Figure 1. Routed clock nets over the placement (run 1).
Bar = 20 um.
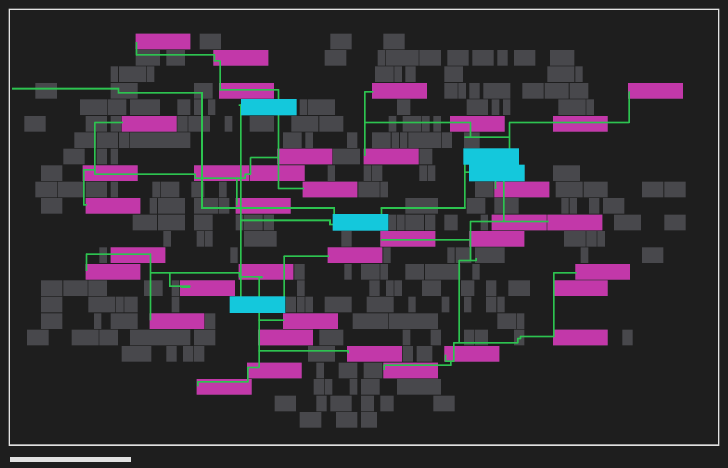
Figure 2. Metal layers overlaid (run 1).
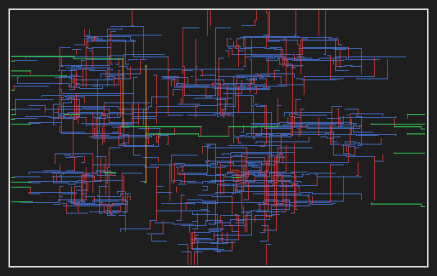
Figure 3. M2 wires (run 1).
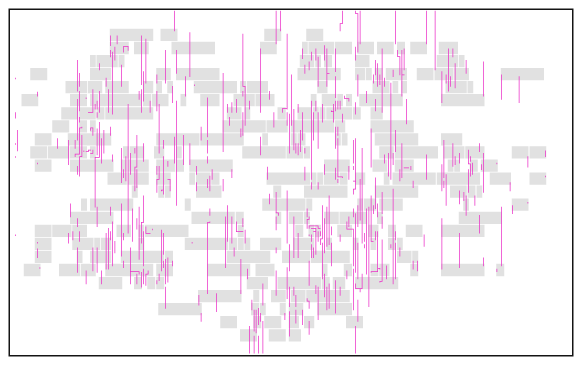
### src/rtl/stopwatch_pkg.sv
`default_nettype none
// ============================================================================
// Module  : stopwatch_pkg
// Purpose : Shared state encoding, BCD digit type and digit limits.
// Revision: 1.0 - initial release
// ============================================================================
package stopwatch_pkg;

  typedef enum logic [1:0] {
    IDLE  = 2'd0,
    RUN1  = 2'd1,
    RUN10 = 2'd2,
    HOLD  = 2'd3
  } ctrl_state_t;

  typedef logic [3:0] bcd_t;

  localparam bcd_t C_MAX      = 4'd9;
  localparam bcd_t S_TENS_MAX = 4'd5;
  localparam bcd_t M_TENS_MAX = 4'd5;

  // Digit order: 0=c_ones 1=c_tens 2=s_ones 3=s_tens 4=m_ones 5=m_tens
  function automatic bcd_t digit_max(input int idx);
    if (idx == 3)      return S_TENS_MAX;
    else if (idx == 5) return M_TENS_MAX;
    else               return C_MAX;
  endfunction

endpackage
`default_nettype wire

### src/rtl/stopwatch_timebase_ctrl_bcd_digit.sv
`default_nettype none
// ============================================================================
// Module  : bcd_digit
// Purpose : One mod-(MAX+1) BCD digit with increment, clear and carry out.
// Revision: 1.0 - initial release
// ============================================================================
module bcd_digit
  import stopwatch_pkg::*;
#(
  parameter bcd_t MAX = C_MAX
) (
  input  logic clk,
  input  logic rst,
  input  logic inc_i,
  input  logic clr_i,
  output bcd_t digit_o,
  output logic carry_out_o
);

  bcd_t digit_q;
  bcd_t digit_d;

  // Out-of-range values wrap on the next increment so the digit stays BCD.
  always_comb begin
    digit_d = digit_q;
    if (clr_i)
      digit_d = '0;
    else if (inc_i)
      digit_d = (digit_q >= MAX) ? '0 : digit_q + 4'd1;
  end

  always_ff @(posedge clk or posedge rst) begin
    if (rst) digit_q <= '0;
    else     digit_q <= digit_d;
  end

  assign digit_o     = digit_q;
  assign carry_out_o = inc_i && !clr_i && (digit_q >= MAX);

endmodule
`default_nettype wire

### src/rtl/stopwatch_timebase_ctrl.sv
`default_nettype none
// ============================================================================
// Module  : stopwatch_timebase_ctrl
// Purpose : Run-mode sequencer, 1x/fast prescaler and BCD mm:ss.cc counter.
//           Optional lap-hold display enabled by defining LAP_EN.
// Revision: 1.0 - initial release
// ============================================================================
module stopwatch_timebase_ctrl
  import stopwatch_pkg::*;
#(
  parameter int TICK_DIV = 100,
  parameter int SPEEDUP  = 10
) (
  input  logic        clk,
  input  logic        rst,
  input  logic        run_1x,
  input  logic        run_10x,
  input  logic        pause,
  input  logic        clear,
`ifdef LAP_EN
  input  logic        lap,
  output logic        lap_active,
`endif
  output logic [23:0] time_bcd,
  output logic        tick,
  output logic        rollover,
  output logic        running
);

  localparam int            PW       = (TICK_DIV > 2) ? $clog2(TICK_DIV) : 1;
  localparam logic [PW-1:0] LAST_1X  = PW'(TICK_DIV - 1);
  localparam logic [PW-1:0] LAST_10X = PW'(TICK_DIV / SPEEDUP - 1);

  ctrl_state_t   state_q, state_d;
  logic [PW-1:0] presc_q, presc_d;
  logic          fast_q;
  logic          tick_q, rollover_q, running_q;
  logic          run_d, fast_d, inc;
  logic [6:0]    carry;
  bcd_t          digit [6];
  logic [23:0]   live_time;

  always_comb begin
    state_d = state_q;
    if (clear)
      state_d = IDLE;
    else if (pause) begin
      if (state_q != IDLE) state_d = HOLD;
    end
    else if (run_10x)
      state_d = RUN10;
    else if (run_1x)
      state_d = RUN1;
  end

  assign run_d  = (state_d == RUN1) || (state_d == RUN10);
  assign fast_d = (state_d == RUN10);

  // A rate change restarts the prescale period; IDLE always holds it at zero.
  always_comb begin
    presc_d = presc_q;
    inc     = 1'b0;
    if (clear)
      presc_d = '0;
    else if (run_d) begin
      if ((state_q != IDLE) && (fast_d != fast_q))
        presc_d = '0;
      else if (presc_q == (fast_d ? LAST_10X : LAST_1X)) begin
        presc_d = '0;
        inc     = 1'b1;
      end
      else
        presc_d = presc_q + PW'(1);
    end
  end

  assign carry[0] = inc;

  for (genvar i = 0; i < 6; i++) begin : g_digit
    bcd_digit #(.MAX(digit_max(i))) u_digit (
      .clk         (clk),
      .rst         (rst),
      .inc_i       (carry[i]),
      .clr_i       (clear),
      .digit_o     (digit[i]),
      .carry_out_o (carry[i+1])
    );
  end

  assign live_time = {digit[5], digit[4], digit[3], digit[2], digit[1], digit[0]};

  always_ff @(posedge clk or posedge rst) begin
    if (rst) begin
      state_q    <= IDLE;
      presc_q    <= '0;
      fast_q     <= 1'b0;
      tick_q     <= 1'b0;
      rollover_q <= 1'b0;
      running_q  <= 1'b0;
    end else begin
      state_q    <= state_d;
      presc_q    <= presc_d;
      if (run_d) fast_q <= fast_d;
      tick_q     <= inc;
      rollover_q <= carry[6];
      running_q  <= run_d;
    end
  end

  assign tick     = tick_q;
  assign rollover = rollover_q;
  assign running  = running_q;

`ifdef LAP_EN
  logic        lap_prev_q, lap_active_q;
  logic [23:0] lap_time_q;
  logic        lap_rise;

  assign lap_rise = lap && !lap_prev_q;

  always_ff @(posedge clk or posedge rst) begin
    if (rst) begin
      lap_prev_q   <= 1'b0;
      lap_active_q <= 1'b0;
      lap_time_q   <= '0;
    end else begin
      lap_prev_q <= lap;
      if (clear)
        lap_active_q <= 1'b0;
      else if (lap_rise && lap_active_q)
        lap_active_q <= 1'b0;
      else if (lap_rise && ((state_q == RUN1) || (state_q == RUN10))) begin
        lap_active_q <= 1'b1;
        lap_time_q   <= live_time;
      end
    end
  end

  assign lap_active = lap_active_q;
  assign time_bcd   = lap_active_q ? lap_time_q : live_time;
`else
  assign time_bcd   = live_time;
`endif

endmodule
`default_nettype wire

### config.mk
export PLATFORM = sky130hd
export DESIGN_NAME = stopwatch_timebase_ctrl
export DESIGN_NICKNAME = d
export VERILOG_FILES = /design/src/rtl/stopwatch_pkg.sv /design/src/rtl/stopwatch_timebase_ctrl_bcd_digit.sv /design/src/rtl/stopwatch_timebase_ctrl.sv
export SDC_FILE = /design/constraint.sdc
export NUM_CORES = 1
export LEC_CHECK = 0
export CAP_MARGIN = 20
export CORE_ASPECT_RATIO = 0.6
export CORE_MARGIN = 2
export CORE_UTILIZATION = 30
export DETAILED_ROUTE_END_ITERATION = 8
export GPL_TIMING_DRIVEN = 0
export PLACE_DENSITY = 0.48
export SLEW_MARGIN = 25
export SYNTH_ARGS = -nofsm -noshare
export SYNTH_HDL_FRONTEND = slang
export SYNTH_HIERARCHICAL = 1
export SYNTH_SLANG_ARGS = --single-unit
export TNS_END_PERCENT = 1
### constraint.sdc
create_clock -name clk -period 6.8 [get_ports clk]
set_clock_uncertainty 0.05 [all_clocks]
set_input_delay 2.04 -clock clk [delete_from_list [all_inputs] [get_ports clk]]
set_output_delay 2.04 -clock clk [all_outputs]
set_load 0.01 [all_outputs]
==> results.toml, run 1 <==
# generated from flow reports
[status]
outcome = "complete, no violations"

[logic_synthesis]
synth_area_um2 = 2301
ys_area_um2 = 2301
enable_flop_cells = 0
synth.top_cell.area_share = 0.4024
synthesis.nets = 250
yosys.cell_count.top_type = "sky130_fd_sc_hd__dfrtp_1"
avgSynthCellArea_um2 = 10.27
seq_area_frac_synth = 0.4024
postSynth.topFlopCell = "sky130_fd_sc_hd__dfrtp_1"
synth_stat.cells = 224
post-synth-top-area-cell = "sky130_fd_sc_hd__dfrtp_1"
ys_top_cells_by_count = "37 x sky130_fd_sc_hd__dfrtp_1, 30 x sky130_fd_sc_hd__inv_1, 20 x sky130_fd_sc_hd__ha_1, 20 x sky130_fd_sc_hd__nor2_1, 13 x sky130_fd_sc_hd__nand2_1"
synthTopCellsByArea = "sky130_fd_sc_hd__dfrtp_1 40%, sky130_fd_sc_hd__ha_1 11%, sky130_fd_sc_hd__inv_1 4.9%"
syn-instance-count = 224
ys_async_sr_fraction = 1.000
yosys_warnings = 6
synth.distinct_cells = 40
yosys_register_bits = 37

[grt]
gr-total-overflow = 0
grt_antenna_before_repair = 0
grt_max_degree = 27
grt_pass1_vias = 1659
grt_first_pass_wirelength_um = 8514

[power_and_ir_drop]
internal_dissipation_uw = 384.6
power.ir.vdd_worst_mv = 0.07636
share_seq_of_total_power = 0.456
power.static_leakage_nw = 1.231
total_switching_power_uw = 119.9
combPwrFrac = 0.088
swShare = 0.2377
power_density_nw_per_um2 = 173.3

[clock_tree]
cts.root.buffer_cell = "sky130_fd_sc_hd__clkbuf_16"
numClockSinks = 37
clk_pin_slew_ns = 0.06
clock_path_buffers = 2
cts.htree.levels = 2
tritoncts = "done"
postCtsSetupRepairBufs = 0
cts_inserted_buffers = 5

[hold_path]
worstHoldPathType = "reg -> reg"
hold_path_startpoint = "presc_q[0]$_DFFE_PP0P_"
worstHoldPathCells = 1
whs_endpoint = "presc_q[0]$_DFFE_PP0P_"

[worst_setup_path]
cp_max_fo = 4
r2r_end = "g_digit[5].u_digit/digit_o[2]$_DFFE_PP0P_"
cell_chain_of_the_critical_path = "clkdlybuf4s50_1 > nand2b_1 > o32ai_1 > nor2_1 > ha_1 > xor2_1 > a21oi_1 > nand2_1 > nor3_4 > nand2b_1 > nor2_1 > nand2b_1 > nor2_1 > nand2b_1 > nor2_2 > inv_2 > nor3_2 > nand2b_1 > nor2_1 > inv_2 > or4b_1 > a21oi_1"
ff2ff_setup_slack_ns = 2.20
worst_setup_path_start_kind = "input pin"
worst_reg_to_reg_path_cell_count = 21
timing.critical_path.arrival_ns = 6.54
critical_path_depth_in_cells = 22
rr_startpoint = "state_q[1]$_DFF_PP0_"
cp-startpoint = "pause"
critPathTopFamily = "simple AND/OR/NAND/NOR gates"
cp-endpoint = "g_digit[5].u_digit/digit_o[2]$_DFFE_PP0P_"
capturing_element_type_of_the_critical_path = "flop"
crit_required_ns = 6.94
timing.critical_path.slowest_cell_delay_ns = 0.54
worst_setup_path_class = "in -> reg"
cp.buffers_inverters = 3
critical-path-top-cell-by-count = "sky130_fd_sc_hd__nand2b_1"
cp_slowest_cell = "sky130_fd_sc_hd__clkdlybuf4s50_1"

[place]
numPortBuffers = 32
place_area_um2 = 2746
post-place-ws_ns = -0.2983
gpl.final_weighted_congestion = 0.7558
total_half_perimeter_wirelength_after_legalization_and_detailed_placement_um = 3764
numPlacedInstances = 360

[finish]
area_growth_syn_to_layout_pct = 26.54
stdcell_count = 367
non_filler_cell_area_final_um2 = 2912
final_layout_size_suffix_gt1_frac = 0.1597
fill_cells = 722
diodes = 0
num-nets-final = 289

[die]
top_level_ports = 33
fp.coreArea_um2 = 7357
fp.dieH_um = 71.84
floorplanUtilization = 0.3128
chip_area_um2 = 8409
dieWidth_um = 117.1
rows = 24

[sta]
post-route-period-util = 0.9402
fin_setup_tns_ns = 0
worst_slew_margin_relative_to_its_limit = 0.5915
fmax_ghz = 0.1564
report.final.slew_viol_count = 0
setup_repair_after_global_routing_missed_its_margin = "false"
min_period_ns = 6.394
setup_viol = 0
finalHoldViolations = 0
worst_slack_ns = 0.4063
final.hold.worst_slack_ns = 0.4931
worst-slew-pin-transition_ns = 0.6127

[routing]
dr_wl_met2_um = 1685
count_of_nets_left_with_antenna_violations_after_detail_routing = 0
drt-met1-wl_um = 3062
drt_first_iter_violations = 87
route.met3.wl_um = 206
post_detailed_route_drc_marker_count = 0
top_signal_layer_used = "met4"
route.detailed.vias_per_inst = 4.725
drt-pass1-iter-count = 4

[flow_run]
drv_cap = 0
openroad.warnings = 38
-- Figure 1 (at the start) --
[cyan] clock drivers | count: 5
[green] clock wires | length: 570 um
[magenta] flip-flops | count: 37
routed clock nets	6
clock insertion delay at the later pin of the skew report: 0.28 ns
part of the power in the clock network: 0.457

-- Figure 2 (at the start) --
color	layer	wire length
blue	metal 1	3060 um
green	metal 3	207 um
orange	metal 4	51.7 um
red	metal 2	1690 um
Routed WL: 5006 um
total global routing track utilization: 0.1313
routed len/inst: 13.64 um

-- Figure 3 (at the start) --
nets with wire on the layer	233
share of all routed wire	34%
wire length on this layer	1690 um
longest straight run	26.9 um
number of vias in the routed layout: 1734
M2 GR Usage: 0.1452

## run 1: cell usage in the layout (no fill, tap or decap), types with 5 or more instances in the layout
| master | n |
|---|---|
| sky130_fd_sc_hd__nor3_1 | 5 |
| sky130_fd_sc_hd__clkdlybuf4s50_1 | 31 |
| sky130_fd_sc_hd__o21ai_0 | 7 |
| sky130_fd_sc_hd__nor2_1 | 19 |
| sky130_fd_sc_hd__dfrtp_1 | 37 |
| sky130_fd_sc_hd__o21ai_1 | 6 |
| sky130_fd_sc_hd__mux2_2 | 7 |
| sky130_fd_sc_hd__a22o_1 | 8 |
| sky130_fd_sc_hd__nand2b_1 | 6 |
| sky130_fd_sc_hd__ha_1 | 20 |
| sky130_fd_sc_hd__clkbuf_16 | 5 |
| sky130_fd_sc_hd__nand3_1 | 6 |
| sky130_fd_sc_hd__inv_1 | 30 |
| sky130_fd_sc_hd__a21oi_1 | 7 |
| sky130_fd_sc_hd__nand2_1 | 13 |
## run 1: sequential cells by signal, indices dropped and copies added, names as in the netlist
name                     cells
tick                         1
running                      1
fast_q                       1
g_digit.u_digit/digit_o     24
presc_q                      7
rollover                     1
state_q                      2
## run 1: routing by layer
| layer | global-route usage | up-vias |
|---|---|---|
| met5 | 0 | - |
| met4 | 0.03529 | 0 |
| met3 | 0.03638 | 5 |
| met2 | 0.1452 | 30 |
| met1 | 0.2291 | 830 |
| li1 | - | 869 |
## run 1: cells by family after synthesis
| family | after synthesis | share of synthesized area |
|---|---|---|
| flip-flops | 37 | 0.4024 |
| XOR/XNOR | 3 | 0.01142 |
| adder cells (fa/ha/maj) | 20 | 0.1088 |
| multiplexers | 9 | 0.04840 |
| buffers and inverters | 33 | 0.05383 |
| AND-OR/OR-AND | 49 | 0.1756 |
| AND/OR/NAND/NOR | 73 | 0.1996 |
## run 1: power by group through the flow
stage | Sequential, mW | Clock, mW | Combinational (mW)
after floorplan | 0.233 | 0 | 0.0274
after global placement | 0.234 | 0 | 0.0439
after detailed placement | 0.234 | 0 | 0.0433
after CTS | 0.230 | 0.239 | 0.0439
after global routing | 0.230 | 0.250 | 0.0492
final | 0.230 | 0.230 | 0.0442
## run 1: layout make-up
cell class / instances / area (um2) / area share
multi-input combinational: 154 / 1270 / 0.4362
timing repair buffer: 32 / 315.3 / 0.1083
inverter: 33 / 123.9 / 0.04254
clock inverter: 1 / 7.507 / 0.002578
clock buffer: 6 / 138.9 / 0.04770
sequential: 37 / 925.9 / 0.3180
tap: 104 / 130.1 / 0.04469
## run 1: metrics by stage
stage	util	power [mW]
after floorplan	-	0.2607
after global routing	0.3957	0.5294
final	0.3957	0.5045
after global placement	0.3740	0.2776
after detailed placement	0.3733	0.2771
after CTS	0.3939	0.5128
## run 1: repair_timing
item / 4_1_cts / 5_1_grt
endpoints found under the setup margin: 1 / 4
hold buffers: 0 / 0
endpoints found under the hold margin: 0 / 0
gates resized: 1 / 3
==> run 2, diff against run 1 <==
--- a/config.mk
+++ b/config.mk
@@ -12,6 +12,7 @@
 export DETAILED_ROUTE_END_ITERATION = 8
 export GPL_TIMING_DRIVEN = 0
 export PLACE_DENSITY = 0.48
+export REMOVE_ABC_BUFFERS = 1
 export SLEW_MARGIN = 25
 export SYNTH_ARGS = -nofsm -noshare
 export SYNTH_HDL_FRONTEND = slang
Figure 4. M2 wires (run 2).
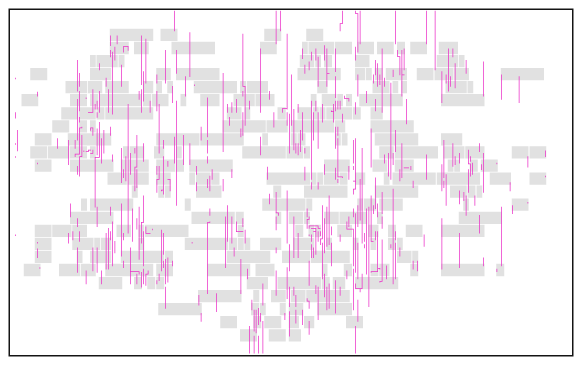
main direction	vertical
share of all routed wire	34%

Figure 5. Metal layers overlaid (run 2).
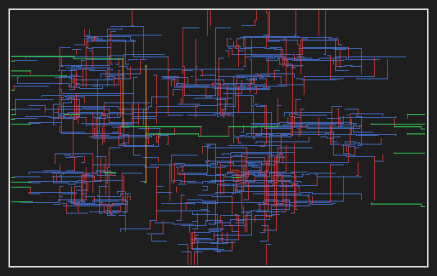

==> results.toml, run 2 <==
# generated from flow reports
[status]
outcome = "complete, no violations"

[sta]
worst_slack_ns = 0.4063
post-route-period-util = 0.9402
setup_viol = 0
min_period_ns = 6.394
worst-slew-pin-transition_ns = 0.6127
finalHoldViolations = 0
report.final.slew_viol_count = 0
worst_slew_margin_relative_to_its_limit = 0.5915
fmax_ghz = 0.1564
fin_setup_tns_ns = 0

[worst_setup_path]
crit_required_ns = 6.94
cp_max_fo = 4
timing.critical_path.slowest_cell_delay_ns = 0.54
ff2ff_setup_slack_ns = 2.20
cp_slowest_cell = "sky130_fd_sc_hd__clkdlybuf4s50_1"
worst_setup_path_start_kind = "input pin"
timing.critical_path.arrival_ns = 6.54
cp.buffers_inverters = 3
critical-path-top-cell-by-count = "sky130_fd_sc_hd__nand2b_1"
worst_reg_to_reg_path_cell_count = 21
critPathTopFamily = "simple AND/OR/NAND/NOR gates"
rr_startpoint = "state_q[1]$_DFF_PP0_"
worst_setup_path_class = "in -> reg"
critical_path_depth_in_cells = 22
capturing_element_type_of_the_critical_path = "flop"
r2r_end = "g_digit[5].u_digit/digit_o[2]$_DFFE_PP0P_"
cell_chain_of_the_critical_path = "clkdlybuf4s50_1 > nand2b_1 > o32ai_1 > nor2_1 > ha_1 > xor2_1 > a21oi_1 > nand2_1 > nor3_4 > nand2b_1 > nor2_1 > nand2b_1 > nor2_1 > nand2b_1 > nor2_2 > inv_2 > nor3_2 > nand2b_1 > nor2_1 > inv_2 > or4b_1 > a21oi_1"

[logic_synthesis]
postSynth.topFlopCell = "sky130_fd_sc_hd__dfrtp_1"
seq_area_frac_synth = 0.4024
ys_area_um2 = 2301
synthTopCellsByArea = "sky130_fd_sc_hd__dfrtp_1 40%, sky130_fd_sc_hd__ha_1 11%, sky130_fd_sc_hd__inv_1 4.9%"
synth.top_cell.area_share = 0.4024
yosys.cell_count.top_type = "sky130_fd_sc_hd__dfrtp_1"
ys_top_cells_by_count = "37 x sky130_fd_sc_hd__dfrtp_1, 30 x sky130_fd_sc_hd__inv_1, 20 x sky130_fd_sc_hd__ha_1, 20 x sky130_fd_sc_hd__nor2_1, 13 x sky130_fd_sc_hd__nand2_1"
synth_area_um2 = 2301
synth_stat.cells = 224
post-synth-top-area-cell = "sky130_fd_sc_hd__dfrtp_1"
synth.distinct_cells = 40
ys_async_sr_fraction = 1.000
avgSynthCellArea_um2 = 10.27

[clock_tree]
cts_inserted_buffers = 5
clock_path_buffers = 2
tritoncts = "done"
cts.root.buffer_cell = "sky130_fd_sc_hd__clkbuf_16"
postCtsSetupRepairBufs = 0
cts.htree.levels = 2
numClockSinks = 37
clk_pin_slew_ns = 0.06

[routing]
dr_total_vias = 1734
routed_wl_um = 5006
drt_first_iter_violations = 87
post_detailed_route_drc_marker_count = 0
route.detailed.vias_per_inst = 4.725
drt-pass1-iter-count = 4
avgRoutedWirePerCell_um = 13.64
count_of_nets_left_with_antenna_violations_after_detail_routing = 0

[die]
floorplanUtilization = 0.3128
rows = 24
dieWidth_um = 117.1
fp.coreArea_um2 = 7357
chip_area_um2 = 8409

[place]
total_half_perimeter_wirelength_after_legalization_and_detailed_placement_um = 3764
numPortBuffers = 32
gpl.final_weighted_congestion = 0.7558

[finish]
final_layout_size_suffix_gt1_frac = 0.1597
flop_area_um2 = 925.9
most-common-layout-cells = "37 x sky130_fd_sc_hd__dfrtp_1, 31 x sky130_fd_sc_hd__clkdlybuf4s50_1, 30 x sky130_fd_sc_hd__inv_1"
multi_input_comb_area_um2 = 1270
share_of_the_core_filled_with_cells = 0.3957
largest_register_ff_count = 24
area_growth_syn_to_layout_pct = 26.54
diodes = 0
layout_top_cell = "sky130_fd_sc_hd__dfrtp_1"
fill_cells = 722

[hold_path]
worstHoldPathType = "reg -> reg"
whs_endpoint = "presc_q[0]$_DFFE_PP0P_"
worstHoldPathCells = 1
hold_path_startpoint = "presc_q[0]$_DFFE_PP0P_"

[power_and_ir_drop]
post-layout-total-power_uw = 504.5
power.ir.vdd_worst_mv = 0.07636
power.static_leakage_nw = 1.231
power_density_nw_per_um2 = 173.3

[grt]
grt_use_total = 0.1313
grt_antenna_before_repair = 0
grt_first_pass_wirelength_um = 8514
grt_max_degree = 27
grt_pass1_vias = 1659
gr-total-overflow = 0

[flow_run]
openroad.warnings = 37
drv_cap = 0
==> run 2: cell counts after synthesis <==
No cell type changed its count.
==> run 2: worst max path at each step <==
stage               slack (ns)                                   endpoint
finish                    0.41  g_digit[5].u_digit/digit_o[2]$_DFFE_PP0P_
detailed placement       -0.30  g_digit[5].u_digit/digit_o[2]$_DFFE_PP0P_
global placement         -1.00  g_digit[5].u_digit/digit_o[2]$_DFFE_PP0P_
CTS                       0.13  g_digit[5].u_digit/digit_o[2]$_DFFE_PP0P_
floorplan                 1.11  g_digit[5].u_digit/digit_o[2]$_DFFE_PP0P_
global route              0.02  g_digit[5].u_digit/digit_o[2]$_DFFE_PP0P_
==> run 2: kinds of logic after synthesis <==
kind of cell               count (synthesis)  synth area share
DFF                                       37            0.4024
AOI/OAI and AO/OA                         49            0.1756
buffers and inverters                     33           0.05383
muxes                                      9           0.04840
xor gates and xnor gates                   3           0.01142
adders and majority gates                 20            0.1088
and+or+nand+nor                           73            0.1996
==> run 2: timing repair <==
action / in CTS / in global routing
hold buffers: 0 / 0
cloned: 0 / 0
endpoints found under the hold margin: 0 / 0
setup endpoints to repair: 1 / 4
pin swaps: 0 / 0
gates resized: 1 / 3
==> run 2: area by class of cell <==
cell class                      count  share of cell area
Clock inverter                      1            0.002578
Sequential cell                    37              0.3180
Inverter                           33             0.04254
Clock buffer                        6             0.04770
Timing Repair Buffer               32              0.1083
Tap cell                          104             0.04469
Multi-Input combinational cell    154              0.4362
==> run 2: per-layer routing <==
layer  vias up  global-route usage  wire length (um)
li1        869                   -                 -
met1       830              0.2291              3062
met2        30              0.1452              1685
met3         5             0.03638               206
met4         0             0.03529                51
met5         -                   0                 0
==> run 2: power by group <==
part | internal [mW] | total, mW | switching [mW] | leakage [nW]
Clock | 0.144 | 0.230 | 0.0868 | 0.0690
Sequential | 0.226 | 0.230 | 0.00445 | 0.511
Combinational | 0.0155 | 0.0442 | 0.0287 | 0.651
==> run 2: metrics by stage <==
step / cells / hold WS, ns / cell area [um2]
global route: 367 / 0.5116 / 2912
global placement: 360 / 0.4682 / 2751
finish: 367 / 0.4931 / 2912
floorplan: 224 / 0.4410 / 2301
CTS: 367 / 0.4922 / 2898
detailed placement: 360 / 0.4792 / 2746
==> run 3, diff against run 2 <==
--- a/config.mk
+++ b/config.mk
@@ -8,14 +8,13 @@
 export CAP_MARGIN = 20
 export CORE_ASPECT_RATIO = 0.6
 export CORE_MARGIN = 2
-export CORE_UTILIZATION = 30
+export CORE_UTILIZATION = 50
 export DETAILED_ROUTE_END_ITERATION = 8
 export GPL_TIMING_DRIVEN = 0
-export PLACE_DENSITY = 0.48
+export PLACE_DENSITY = 0.73
 export REMOVE_ABC_BUFFERS = 1
 export SLEW_MARGIN = 25
 export SYNTH_ARGS = -nofsm -noshare
 export SYNTH_HDL_FRONTEND = slang
-export SYNTH_HIERARCHICAL = 1
 export SYNTH_SLANG_ARGS = --single-unit
 export TNS_END_PERCENT = 1
Figure 6. Metal layers overlaid (run 3).
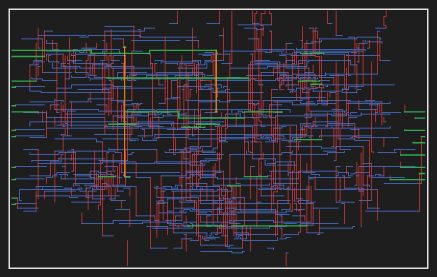
color	layer	wire length
green	metal 3	243 um
orange	metal 4	42.2 um
red	metal 2	1970 um
blue	metal 1	2730 um
Routed WL: 4981 um
total global routing track utilization: 0.2070
routed len/inst: 14.52 um
number of vias in the routed layout: 1921

Figure 7. Track usage over the die (run 3).
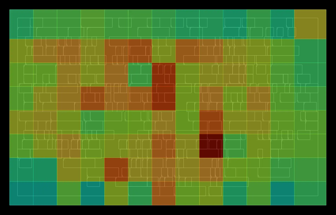
grt met1 use: 0.3336
met3 capacity usage during global routing: 0.04564
share of the core filled with cells: 0.6199
most used routing layer in global routing: met1

==> results.toml, run 3 <==
# generated from flow reports
[finish]
largest_register_ff_count = 24
final_layout_size_suffix_gt1_frac = 0.1250
non_filler_cell_area_final_um2 = 2800
most-common-layout-cells = "37 x sky130_fd_sc_hd__dfrtp_1, 31 x sky130_fd_sc_hd__clkdlybuf4s50_1, 20 x sky130_fd_sc_hd__ha_1"
layout_top_cell = "sky130_fd_sc_hd__dfrtp_1"
num-nets-final = 305
diodes = 0
area_growth_syn_to_layout_pct = 20.32

[logic_synthesis]
syn-instance-count = 246
yosys_register_bits = 37
synth.distinct_cells = 51
synth_area_um2 = 2327
ys_top_logic_family = "simple AND/OR/NAND/NOR gates"
post-synth-top-area-cell = "sky130_fd_sc_hd__dfrtp_1"
yosys_warnings = 0
postSynth.topFlopCell = "sky130_fd_sc_hd__dfrtp_1"
ys_top_cells_by_count = "37 x sky130_fd_sc_hd__dfrtp_1, 20 x sky130_fd_sc_hd__ha_1, 19 x sky130_fd_sc_hd__inv_1"
simple_gate_share = 0.2591
yosys.area_share.aoi = 0.1543
synth.top_cell.area_share = 0.3978
enable_flop_cells = 0
ys_area_um2 = 2327
ys_async_sr_fraction = 1.000
synthTopCellsByArea = "sky130_fd_sc_hd__dfrtp_1 40%, sky130_fd_sc_hd__ha_1 11%, sky130_fd_sc_hd__a21oi_1 3.2%"
avgSynthCellArea_um2 = 9.460
ys_sh_adder = 0.1075
synth_stat.cells = 246
synth_xor_xnor_area_share = 0.01129
yosys.cell_count.top_type = "sky130_fd_sc_hd__dfrtp_1"
seq_area_frac_synth = 0.3978
yosys-mux-area-fraction = 0.01828

[power_and_ir_drop]
power_density_nw_per_um2 = 159.3
power.ir.vdd_worst_mv = 0.09840
power.static_leakage_nw = 1.156

[die]
chip_area_um2 = 5234
fp.dieH_um = 56.85
floorplanUtilization = 0.5152
dieWidth_um = 92.08
rows = 19
top_level_ports = 33
fp.coreArea_um2 = 4517

[worst_setup_path]
worst_setup_path_start_kind = "input pin"
timing.critical_path.arrival_ns = 5.06
worst_setup_path_class = "in -> reg"
crit_required_ns = 6.93
cp_max_fo = 13
capturing_element_type_of_the_critical_path = "flop"

[clock_tree]
clk_pin_slew_ns = 0.07
clock_path_buffers = 2
ctsResizeCount = 0
numClockSinks = 37
cts.htree.levels = 2
cts.root.buffer_cell = "sky130_fd_sc_hd__clkbuf_8"
clock_insertion_delay_at_the_later_pin_of_the_skew_report_ns = 0.29
cts.hold.buffers_added = 0
postCtsSetupRepairBufs = 0
cts_inserted_buffers = 5
tritoncts = "done"

[flow_run]
openroad.warnings = 37
drv_cap = 0

[place]
place_area_um2 = 2698
total_half_perimeter_wirelength_after_legalization_and_detailed_placement_um = 3574
numPortBuffers = 32
gpl.final_weighted_congestion = 0.8255

[sta]
min_period_ns = 4.932
setup_viol = 0
fmax_ghz = 0.2027
worst_slew_margin_relative_to_its_limit = 0.3758
report.final.slew_viol_count = 0
finalHoldViolations = 0
worst-slew-pin-transition_ns = 0.9277
setup_repair_after_global_routing_missed_its_margin = "false"
post-route-period-util = 0.7253
fin_setup_tns_ns = 0

[grt]
grt_pass1_vias = 1721
gr-total-overflow = 0
grt_max_degree = 32
grt_antenna_before_repair = 0
grt_first_pass_wirelength_um = 8493

[routing]
route.detailed.vias_per_inst = 5.601
drt-pass1-iter-count = 5
post_detailed_route_drc_marker_count = 0
count_of_nets_left_with_antenna_violations_after_detail_routing = 0
drt_first_iter_violations = 126

[hold_path]
worstHoldPathType = "reg -> reg"

[status]
outcome = "complete, no violations"
-- run 3: through the flow --
step / instances / setup WS, ns / total power, mW / hold slack [ns]
2_1_floorplan: 239 / 2.560 / 0.2610 / 0.4479
3_3_place_gp: 334 / 0.7100 / 0.2771 / 0.4584
3_5_place_dp: 335 / 0.7590 / 0.2789 / 0.4823
4_1_cts: 343 / 1.054 / 0.4512 / 0.4999
5_1_grt: 343 / 1.661 / 0.4673 / 0.5245
6_report: 343 / 1.868 / 0.4461 / 0.5002
-- run 3: logic make-up (layout without fill, tap and decap cells) --
family / after synthesis / after routing
compound gates: 55 / 55
xor+xnor: 3 / 3
fa+ha+maj: 20 / 20
buf+inv: 26 / 60
flops: 37 / 37
mux: 4 / 4
simple gates: 101 / 101
-- run 3: worst paths after layout --
path	startpoint	endpoint	slack, ns	cells after the start
min	presc_q[6]$_DFFE_PP0P_	presc_q[6]$_DFFE_PP0P_	0.50	2
min reg2reg	presc_q[6]$_DFFE_PP0P_	presc_q[6]$_DFFE_PP0P_	0.50	2
max reg2reg	state_q[1]$_DFF_PP0_	g_digit[5].u_digit.digit_o[3]$_DFFE_PP0P_	3.69	9
min in group asynchronous	rst	g_digit[4].u_digit.digit_o[3]$_DFFE_PP0P_	1.91	2
max	pause	g_digit[5].u_digit.digit_o[3]$_DFFE_PP0P_	1.87	10
max in group asynchronous	rst	g_digit[1].u_digit.digit_o[2]$_DFFE_PP0P_	4.37	3
-- run 3: per-layer routing --
layer / global-route usage / routed length [um] / up-vias
met2: 0.2731 / 1969 / 55
met1: 0.3336 / 2726 / 910
li1: - / - / 951
met4: 0.05757 / 42 / 0
met5: 0 / 0 / -
met3: 0.04564 / 242 / 5
-- run 3: cell type report --
cell class,count,area [um2]
Sequential cell,37,925.9
Multi-Input combinational cell,183,1287
Timing Repair Buffer,33,335.3
Fill cell,409,1717
Inverter,19,71.32
Clock inverter,1,5.005
Tap cell,63,78.83
Clock buffer,7,96.34
-- run 3: critical path, cell delays in order --
cell and delay, ns:
sky130_fd_sc_hd__clkdlybuf4s50_1 0.53, sky130_fd_sc_hd__nand2b_1 0.09, sky130_fd_sc_hd__o21a_1 0.10, sky130_fd_sc_hd__o21ai_0 0.23, sky130_fd_sc_hd__ha_1 0.42, sky130_fd_sc_hd__inv_1 0.22, sky130_fd_sc_hd__and3_2 0.20, sky130_fd_sc_hd__nand4b_1 0.42
sky130_fd_sc_hd__or2_2 0.49, sky130_fd_sc_hd__mux2_1 0.31
-- run 3: power breakdown --
group / internal [mW] / total, mW / switching [mW]
clock network: 0.0916 / 0.172 / 0.0800
logic: 0.0170 / 0.0444 / 0.0274
registers: 0.225 / 0.230 / 0.00501
No activity file was given, so power comes from the tool's default toggle rates.
